[config.mk]
export PLATFORM = sky130hd
export DESIGN_NAME = fp_adder_pipe
export DESIGN_NICKNAME = d
export VERILOG_FILES = /design/src/rtl/fp_adder_pipe.sv
export SDC_FILE = /design/constraint.sdc
export NUM_CORES = 1
export LEC_CHECK = 0
export ABC_AREA = 1
export CORE_MARGIN = 2
export CORE_UTILIZATION = 45
export DETAILED_ROUTE_END_ITERATION = 7
export PLACE_DENSITY = 0.67
export SLEW_MARGIN = 40
export SYNTH_ARGS = -nofsm -noshare
export SYNTH_HDL_FRONTEND = slang
export SYNTH_SLANG_ARGS = --single-unit
[constraint.sdc]
create_clock -name clk -period 9 [get_ports clk]
set_clock_uncertainty 0.05 [all_clocks]
set_input_delay 2.7 -clock clk [delete_from_list [all_inputs] [get_ports clk]]
set_output_delay 2.7 -clock clk [all_outputs]
set_load 0.02 [all_outputs]
[src/rtl/fp_adder_pipe.sv]
// fp_adder_pipe: three-stage IEEE-754 adder with valid/ready handshake.
//   S1 unpack/special detect/align, S2 add/normalise, S3 round/pack.
//   Format is set by EXP_W/MAN_W. Define FPADD_SUB_OP_EN to add the
//   op_sub port (B's sign flipped before any processing).
module fp_adder_pipe #(
    parameter int EXP_W = 8,
    parameter int MAN_W = 23,
    parameter int W     = EXP_W + MAN_W + 1
) (
    input  logic         clk,
    input  logic         rst_n,
    input  logic         in_valid,
    output logic         in_ready,
    input  logic [W-1:0] fp_a,
    input  logic [W-1:0] fp_b,
    input  logic [2:0]   r_mode,
`ifdef FPADD_SUB_OP_EN
    input  logic         op_sub,
`endif
    output logic         out_valid,
    input  logic         out_ready,
    output logic [W-1:0] fp_result,
    output logic         overflow,
    output logic         underflow,
    output logic         inexact,
    output logic         invalid
);
    // Aligned mantissa layout: hidden, fraction, guard, round, sticky
    localparam int MW = MAN_W + 4;

    localparam logic [2:0] RM_RNE = 3'd0;
    localparam logic [2:0] RM_RTZ = 3'd1;
    localparam logic [2:0] RM_RDN = 3'd2;
    localparam logic [2:0] RM_RUP = 3'd3;
    localparam logic [2:0] RM_RMM = 3'd4;

    localparam logic [EXP_W-1:0] EXP_ONES = '1;
    localparam logic [EXP_W-1:0] EXP_MAX  = EXP_ONES - 1'b1;
    localparam logic [W-1:0]     QNAN     = {1'b0, EXP_ONES, 1'b1, {(MAN_W-1){1'b0}}};

    // ---------------- handshake ----------------
    logic       adv;
    logic [2:0] vld_pipe_q;

    assign adv       = !vld_pipe_q[2] || out_ready;
    assign in_ready  = adv;
    assign out_valid = vld_pipe_q[2];

    // Valid bits shift together with the data whenever the pipe advances
    always_ff @(posedge clk or negedge rst_n) begin
        if (!rst_n) vld_pipe_q <= '0;
        else if (adv) vld_pipe_q <= {vld_pipe_q[1:0], in_valid};
    end

    // ---------------- S1: unpack / align ----------------
    logic               sa, sb;
    logic [EXP_W-1:0]   ea, eb;
    logic [MAN_W-1:0]   fa, fb;
    logic               a_nan, b_nan, a_snan, b_snan, a_inf, b_inf, swap;

    assign sa = fp_a[W-1];
`ifdef FPADD_SUB_OP_EN
    assign sb = fp_b[W-1] ^ op_sub;
`else
    assign sb = fp_b[W-1];
`endif
    assign ea = fp_a[W-2:MAN_W];
    assign eb = fp_b[W-2:MAN_W];
    assign fa = fp_a[MAN_W-1:0];
    assign fb = fp_b[MAN_W-1:0];

    assign a_nan  = (ea == EXP_ONES) && (fa != '0);
    assign b_nan  = (eb == EXP_ONES) && (fb != '0);
    assign a_snan = a_nan && !fa[MAN_W-1];
    assign b_snan = b_nan && !fb[MAN_W-1];
    assign a_inf  = (ea == EXP_ONES) && (fa == '0);
    assign b_inf  = (eb == EXP_ONES) && (fb == '0);
    // Magnitude order is the unsigned order of {exp, frac}
    assign swap   = {eb, fb} > {ea, fa};

    logic             s1_sign_d, s1_sub_d, s1_spec_d, s1_spec_inv_d;
    logic [EXP_W-1:0] s1_exp_d;
    logic [MW-1:0]    s1_big_d, s1_sml_d;
    logic [2:0]       s1_rm_d;
    logic [W-1:0]     s1_spec_res_d;
    logic [EXP_W-1:0] big_e, sml_e, big_ee, sml_ee, d_exp;
    logic [MAN_W-1:0] big_f, sml_f;
    logic [MW-1:0]    sml_m;
    logic [2*MW-1:0]  ext;
    int               shamt;

    // Order operands by magnitude, align the smaller one, detect specials
    always_comb begin
        big_e  = swap ? eb : ea;
        big_f  = swap ? fb : fa;
        sml_e  = swap ? ea : eb;
        sml_f  = swap ? fa : fb;
        big_ee = (big_e == '0) ? EXP_W'(1) : big_e;
        sml_ee = (sml_e == '0) ? EXP_W'(1) : sml_e;
        d_exp  = big_ee - sml_ee;
        shamt  = (int'(d_exp) >= MW) ? MW : int'(d_exp);
        sml_m  = {|sml_e, sml_f, 3'b000};
        // Lower half catches everything shifted past sticky
        ext    = {sml_m, {MW{1'b0}}} >> shamt;

        s1_sign_d = swap ? sb : sa;
        s1_sub_d  = sa ^ sb;
        s1_exp_d  = big_ee;
        s1_big_d  = {|big_e, big_f, 3'b000};
        s1_sml_d  = {ext[2*MW-1:MW+1], ext[MW] | (|ext[MW-1:0])};
        s1_rm_d   = (r_mode > RM_RMM) ? RM_RNE : r_mode;

        s1_spec_d     = 1'b0;
        s1_spec_inv_d = 1'b0;
        s1_spec_res_d = '0;
        if (a_nan || b_nan) begin
            s1_spec_d     = 1'b1;
            s1_spec_res_d = QNAN;
            s1_spec_inv_d = a_snan || b_snan;
        end else if (a_inf && b_inf && (sa != sb)) begin
            s1_spec_d     = 1'b1;
            s1_spec_res_d = QNAN;
            s1_spec_inv_d = 1'b1;
        end else if (a_inf) begin
            s1_spec_d     = 1'b1;
            s1_spec_res_d = {sa, EXP_ONES, {MAN_W{1'b0}}};
        end else if (b_inf) begin
            s1_spec_d     = 1'b1;
            s1_spec_res_d = {sb, EXP_ONES, {MAN_W{1'b0}}};
        end
    end

    logic             s1_sign_q, s1_sub_q, s1_spec_q, s1_spec_inv_q;
    logic [EXP_W-1:0] s1_exp_q;
    logic [MW-1:0]    s1_big_q, s1_sml_q;
    logic [2:0]       s1_rm_q;
    logic [W-1:0]     s1_spec_res_q;

    // S1 pipeline register
    always_ff @(posedge clk or negedge rst_n) begin
        if (!rst_n) begin
            s1_sign_q     <= 1'b0;
            s1_sub_q      <= 1'b0;
            s1_spec_q     <= 1'b0;
            s1_spec_inv_q <= 1'b0;
            s1_exp_q      <= '0;
            s1_big_q      <= '0;
            s1_sml_q      <= '0;
            s1_rm_q       <= '0;
            s1_spec_res_q <= '0;
        end else if (adv) begin
            s1_sign_q     <= s1_sign_d;
            s1_sub_q      <= s1_sub_d;
            s1_spec_q     <= s1_spec_d;
            s1_spec_inv_q <= s1_spec_inv_d;
            s1_exp_q      <= s1_exp_d;
            s1_big_q      <= s1_big_d;
            s1_sml_q      <= s1_sml_d;
            s1_rm_q       <= s1_rm_d;
            s1_spec_res_q <= s1_spec_res_d;
        end
    end

    // ---------------- S2: add / normalise ----------------
    logic [MW:0]      sum;
    logic [MW-1:0]    s2_man_d;
    logic [EXP_W-1:0] s2_exp_d;
    logic             s2_sign_d;
    int               lz, sh;

    // Add or subtract aligned mantissas, then normalise (never below exp 1)
    always_comb begin
        sum = s1_sub_q ? ({1'b0, s1_big_q} - {1'b0, s1_sml_q})
                       : ({1'b0, s1_big_q} + {1'b0, s1_sml_q});
        s2_sign_d = s1_sign_q;
        s2_exp_d  = s1_exp_q;
        s2_man_d  = sum[MW-1:0];
        lz        = 0;
        sh        = 0;
        if (sum[MW]) begin
            s2_man_d = {sum[MW:2], sum[1] | sum[0]};
            s2_exp_d = s1_exp_q + EXP_W'(1);
        end else if (sum[MW-1:0] == '0) begin
            // Exact zero: cancellation signs as +0 (-0 under RDN)
            s2_man_d  = '0;
            s2_exp_d  = '0;
            s2_sign_d = s1_sub_q ? (s1_rm_q == RM_RDN) : s1_sign_q;
        end else begin
            lz = MW;
            for (int i = 0; i < MW; i++) if (sum[i]) lz = MW - 1 - i;
            sh = (lz < int'(s1_exp_q) - 1) ? lz : int'(s1_exp_q) - 1;
            s2_man_d = sum[MW-1:0] << sh;
            s2_exp_d = s2_man_d[MW-1] ? (s1_exp_q - EXP_W'(sh)) : '0;
        end
    end

    logic             s2_sign_q, s2_spec_q, s2_spec_inv_q;
    logic [EXP_W-1:0] s2_exp_q;
    logic [MW-2:0]    s2_man_q;   // hidden bit is implied by exp != 0
    logic [2:0]       s2_rm_q;
    logic [W-1:0]     s2_spec_res_q;

    // S2 pipeline register
    always_ff @(posedge clk or negedge rst_n) begin
        if (!rst_n) begin
            s2_sign_q     <= 1'b0;
            s2_spec_q     <= 1'b0;
            s2_spec_inv_q <= 1'b0;
            s2_exp_q      <= '0;
            s2_man_q      <= '0;
            s2_rm_q       <= '0;
            s2_spec_res_q <= '0;
        end else if (adv) begin
            s2_sign_q     <= s2_sign_d;
            s2_spec_q     <= s1_spec_q;
            s2_spec_inv_q <= s1_spec_inv_q;
            s2_exp_q      <= s2_exp_d;
            s2_man_q      <= s2_man_d[MW-2:0];
            s2_rm_q       <= s1_rm_q;
            s2_spec_res_q <= s1_spec_res_q;
        end
    end

    // ---------------- S3: round / pack ----------------
    logic                   g, rb, st, lsb, inx, rup, ovf;
    logic [EXP_W+MAN_W:0]   mag;
    logic [W-1:0]           res_d;
    logic                   ovf_d, unf_d, inx_d, inv_d;

    // Round on G/R/S; the {exp,frac} increment carries into the exponent
    always_comb begin
        lsb = s2_man_q[3];
        g   = s2_man_q[2];
        rb  = s2_man_q[1];
        st  = s2_man_q[0];
        inx = g | rb | st;
        case (s2_rm_q)
            RM_RTZ:  rup = 1'b0;
            RM_RDN:  rup = s2_sign_q & inx;
            RM_RUP:  rup = !s2_sign_q & inx;
            RM_RMM:  rup = g;
            default: rup = g & (rb | st | lsb);
        endcase
        mag = {1'b0, s2_exp_q, s2_man_q[MW-2:3]} + {{(EXP_W+MAN_W){1'b0}}, rup};
        ovf = mag[EXP_W+MAN_W] || (mag[EXP_W+MAN_W-1:MAN_W] == EXP_ONES);

        res_d = {s2_sign_q, mag[EXP_W+MAN_W-1:0]};
        ovf_d = 1'b0;
        unf_d = 1'b0;
        inx_d = inx;
        inv_d = 1'b0;
        if (s2_spec_q) begin
            res_d = s2_spec_res_q;
            inx_d = 1'b0;
            inv_d = s2_spec_inv_q;
        end else if (ovf) begin
            ovf_d = 1'b1;
            inx_d = 1'b1;
            case (s2_rm_q)
                RM_RTZ:  res_d = {s2_sign_q, EXP_MAX, {MAN_W{1'b1}}};
                RM_RUP:  res_d = s2_sign_q ? {1'b1, EXP_MAX, {MAN_W{1'b1}}}
                                           : {1'b0, EXP_ONES, {MAN_W{1'b0}}};
                RM_RDN:  res_d = s2_sign_q ? {1'b1, EXP_ONES, {MAN_W{1'b0}}}
                                           : {1'b0, EXP_MAX, {MAN_W{1'b1}}};
                default: res_d = {s2_sign_q, EXP_ONES, {MAN_W{1'b0}}};
            endcase
        end else begin
            unf_d = (mag[EXP_W+MAN_W-1:MAN_W] == '0) && inx;
        end
    end

    logic [W-1:0] res_q;
    logic         ovf_q, unf_q, inx_q, inv_q;

    // Output register; holds while the consumer stalls
    always_ff @(posedge clk or negedge rst_n) begin
        if (!rst_n) begin
            res_q <= '0;
            ovf_q <= 1'b0;
            unf_q <= 1'b0;
            inx_q <= 1'b0;
            inv_q <= 1'b0;
        end else if (adv) begin
            res_q <= res_d;
            ovf_q <= ovf_d;
            unf_q <= unf_d;
            inx_q <= inx_d;
            inv_q <= inv_d;
        end
    end

    assign fp_result = res_q;
    assign overflow  = ovf_q;
    assign underflow = unf_q;
    assign inexact   = inx_q;
    assign invalid   = inv_q;

endmodule

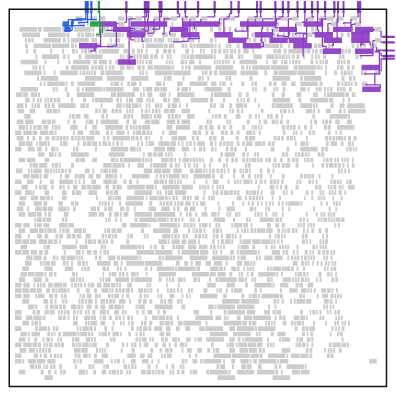
(port wiring)
(2 px per um)
| port | colour | bits | direction | end cells | buffers | wire |
|---|---|---|---|---|---|---|
| fp_result | purple | 32 | output | 32 | 32 | 674 um |
| out_ready | green | 1 | input | 1 | 1 | 24.8 um |
| r_mode | blue | 3 | input | 4 | 3 | 68.6 um |
IO Port Bufs: 108
num ports: 109

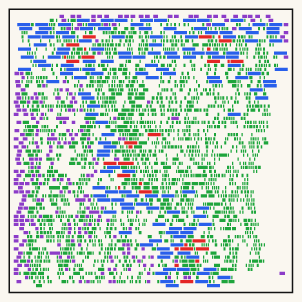
(cells coloured by class)
(1.5 px per um)
| class | colour | cells | share of their area |
|---|---|---|---|
| other buffers and delay cells | purple | 254 | 13% |
| all other logic | green | 2,125 | 63% |
| clock drivers and dummy loads | red | 30 | 3.0% |
| flip-flops | blue | 149 | 21% |
core box area: 33,450 sq um
fin area: 18,190 sq um
fin util: 0.5437
Seq area share: 0.2050

==> flow_metrics.tcl <==
# metrics dict for downstream scripts
set metrics [dict create \
    status "finished, final reports clean" \
    cp_data_required_time_ns 9.30 \
    synth-xor-area-share 0.02114 \
    die_width_um 187.9 \
    antenna_found_initial 1 \
    final_cells 3006 \
    hold_ws_ns 0.4135 \
    warnings 52 \
    p_total_mw 5.564 \
    critical_path.max_fanout 10 \
    avgSynthCellArea_sq_um 6.400 \
    yosys_warnings 0 \
    simple_gate_share 0.3366 \
    synth_area_sq_um 15210 \
    worstSetupPathType "in -> reg" \
    die_area_sq_um 35290 \
    drt_iter0_drc 1444 \
    ant_nets 0 \
    yosysUniqueCellTypes 67 \
    edf_count 0 \
    worst_setup_path_end_kind "flop" \
    pwr-share-comb 0.677 \
    mux_share 0.01119 \
    final-comb-area_sq_um 9956 \
    syn_to_final_growth_pct 19.56 \
    max_freq_mhz 116.4 \
    lay_top_count "nand2_1" \
    regArea_sq_um 3729 \
    synthFlopType "dfrtp_1" \
    slowest_stage "or4_4" \
]
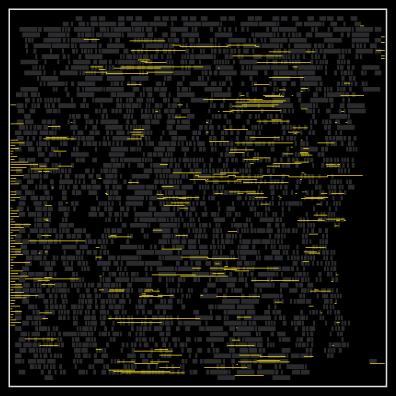
(the metal 3 layer)
(2 px per um)
nets with wire on the layer: 231
longest straight run: 46.0 um
main direction: horizontal
WL final: 50.18 mm
via count: 16,520
GRT met3 Usage: 0.02620

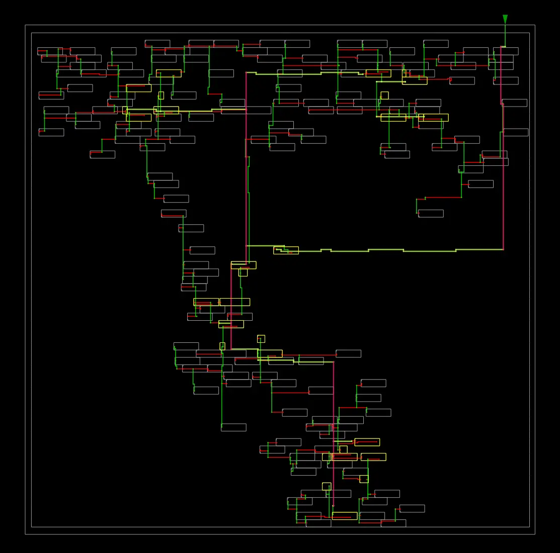
(clock wiring as the flow saved it)
Sink Count: 149
Clk power: 0.668 mW
FF+latch count: 149
Latency at later pin: 0.44 ns
cts bufs inserted: 17

routing by layer:
layer	track usage	share of wire
met5	0	0
met4	0.08904	0.028
met3	0.02620	0.045
met2	0.4597	0.45
met1	0.4041	0.47
power groups by stage:
stage | sequential, mW | combinational, mW | clock, mW
after detailed placement | 1.14 | 3.66 | 0
after global routing | 1.16 | 4.20 | 0.711
after global placement | 1.13 | 3.62 | 0
after floorplan | 1.17 | 2.48 | 0
after CTS | 1.13 | 3.67 | 0.681
final | 1.13 | 3.77 | 0.668
final timing paths:
| path | from | endpoint | slack (ns) | cells after the start |
|---|---|---|---|---|
| max | fp_a[30] | s1_sml_q[0] | 0.41 | 43 |
| min | s1_spec_inv_q | s2_spec_inv_q | 0.41 | 2 |
| max reg2reg | s1_sml_q[0] | s2_exp_q[6] | 1.84 | 48 |
| min reg2reg | s1_spec_inv_q | s2_spec_inv_q | 0.41 | 2 |
| max in group asynchronous | rst_n | s2_man_q[19] | 5.06 | 3 |
| min in group asynchronous | rst_n | s1_big_q[12] | 2.21 | 1 |
cell type report:
type	instances	share of cell area
Multi-Input combinational cell	1823	0.5474
Sequential cell	149	0.2050
Timing Repair Buffer	254	0.1244
Inverter	302	0.06288
Tap cell	448	0.03082
Clock buffer	18	0.02360
Clock inverter	12	0.005916
Yosys cell counts, types with 15 or more instances:
library cell,instances,share of area
inv_1,286,0.071
nor4_1,19,0.0078
or2_2,20,0.0082
clkbuf_1,65,0.016
ha_1,104,0.086
nor2_1,164,0.040
nand3_1,200,0.066
xor2_1,28,0.016
nand2_1,641,0.16
o21ai_1,15,0.0049
nand3_2,19,0.013
o21ai_0,248,0.082
a21oi_1,123,0.040
a31oi_1,15,0.0062
nor3_1,20,0.0066
nand4_1,35,0.014
dfrtp_1,149,0.25
mux2i_1,17,0.011
No activity file was given, so power comes from the tool's default toggle rates.
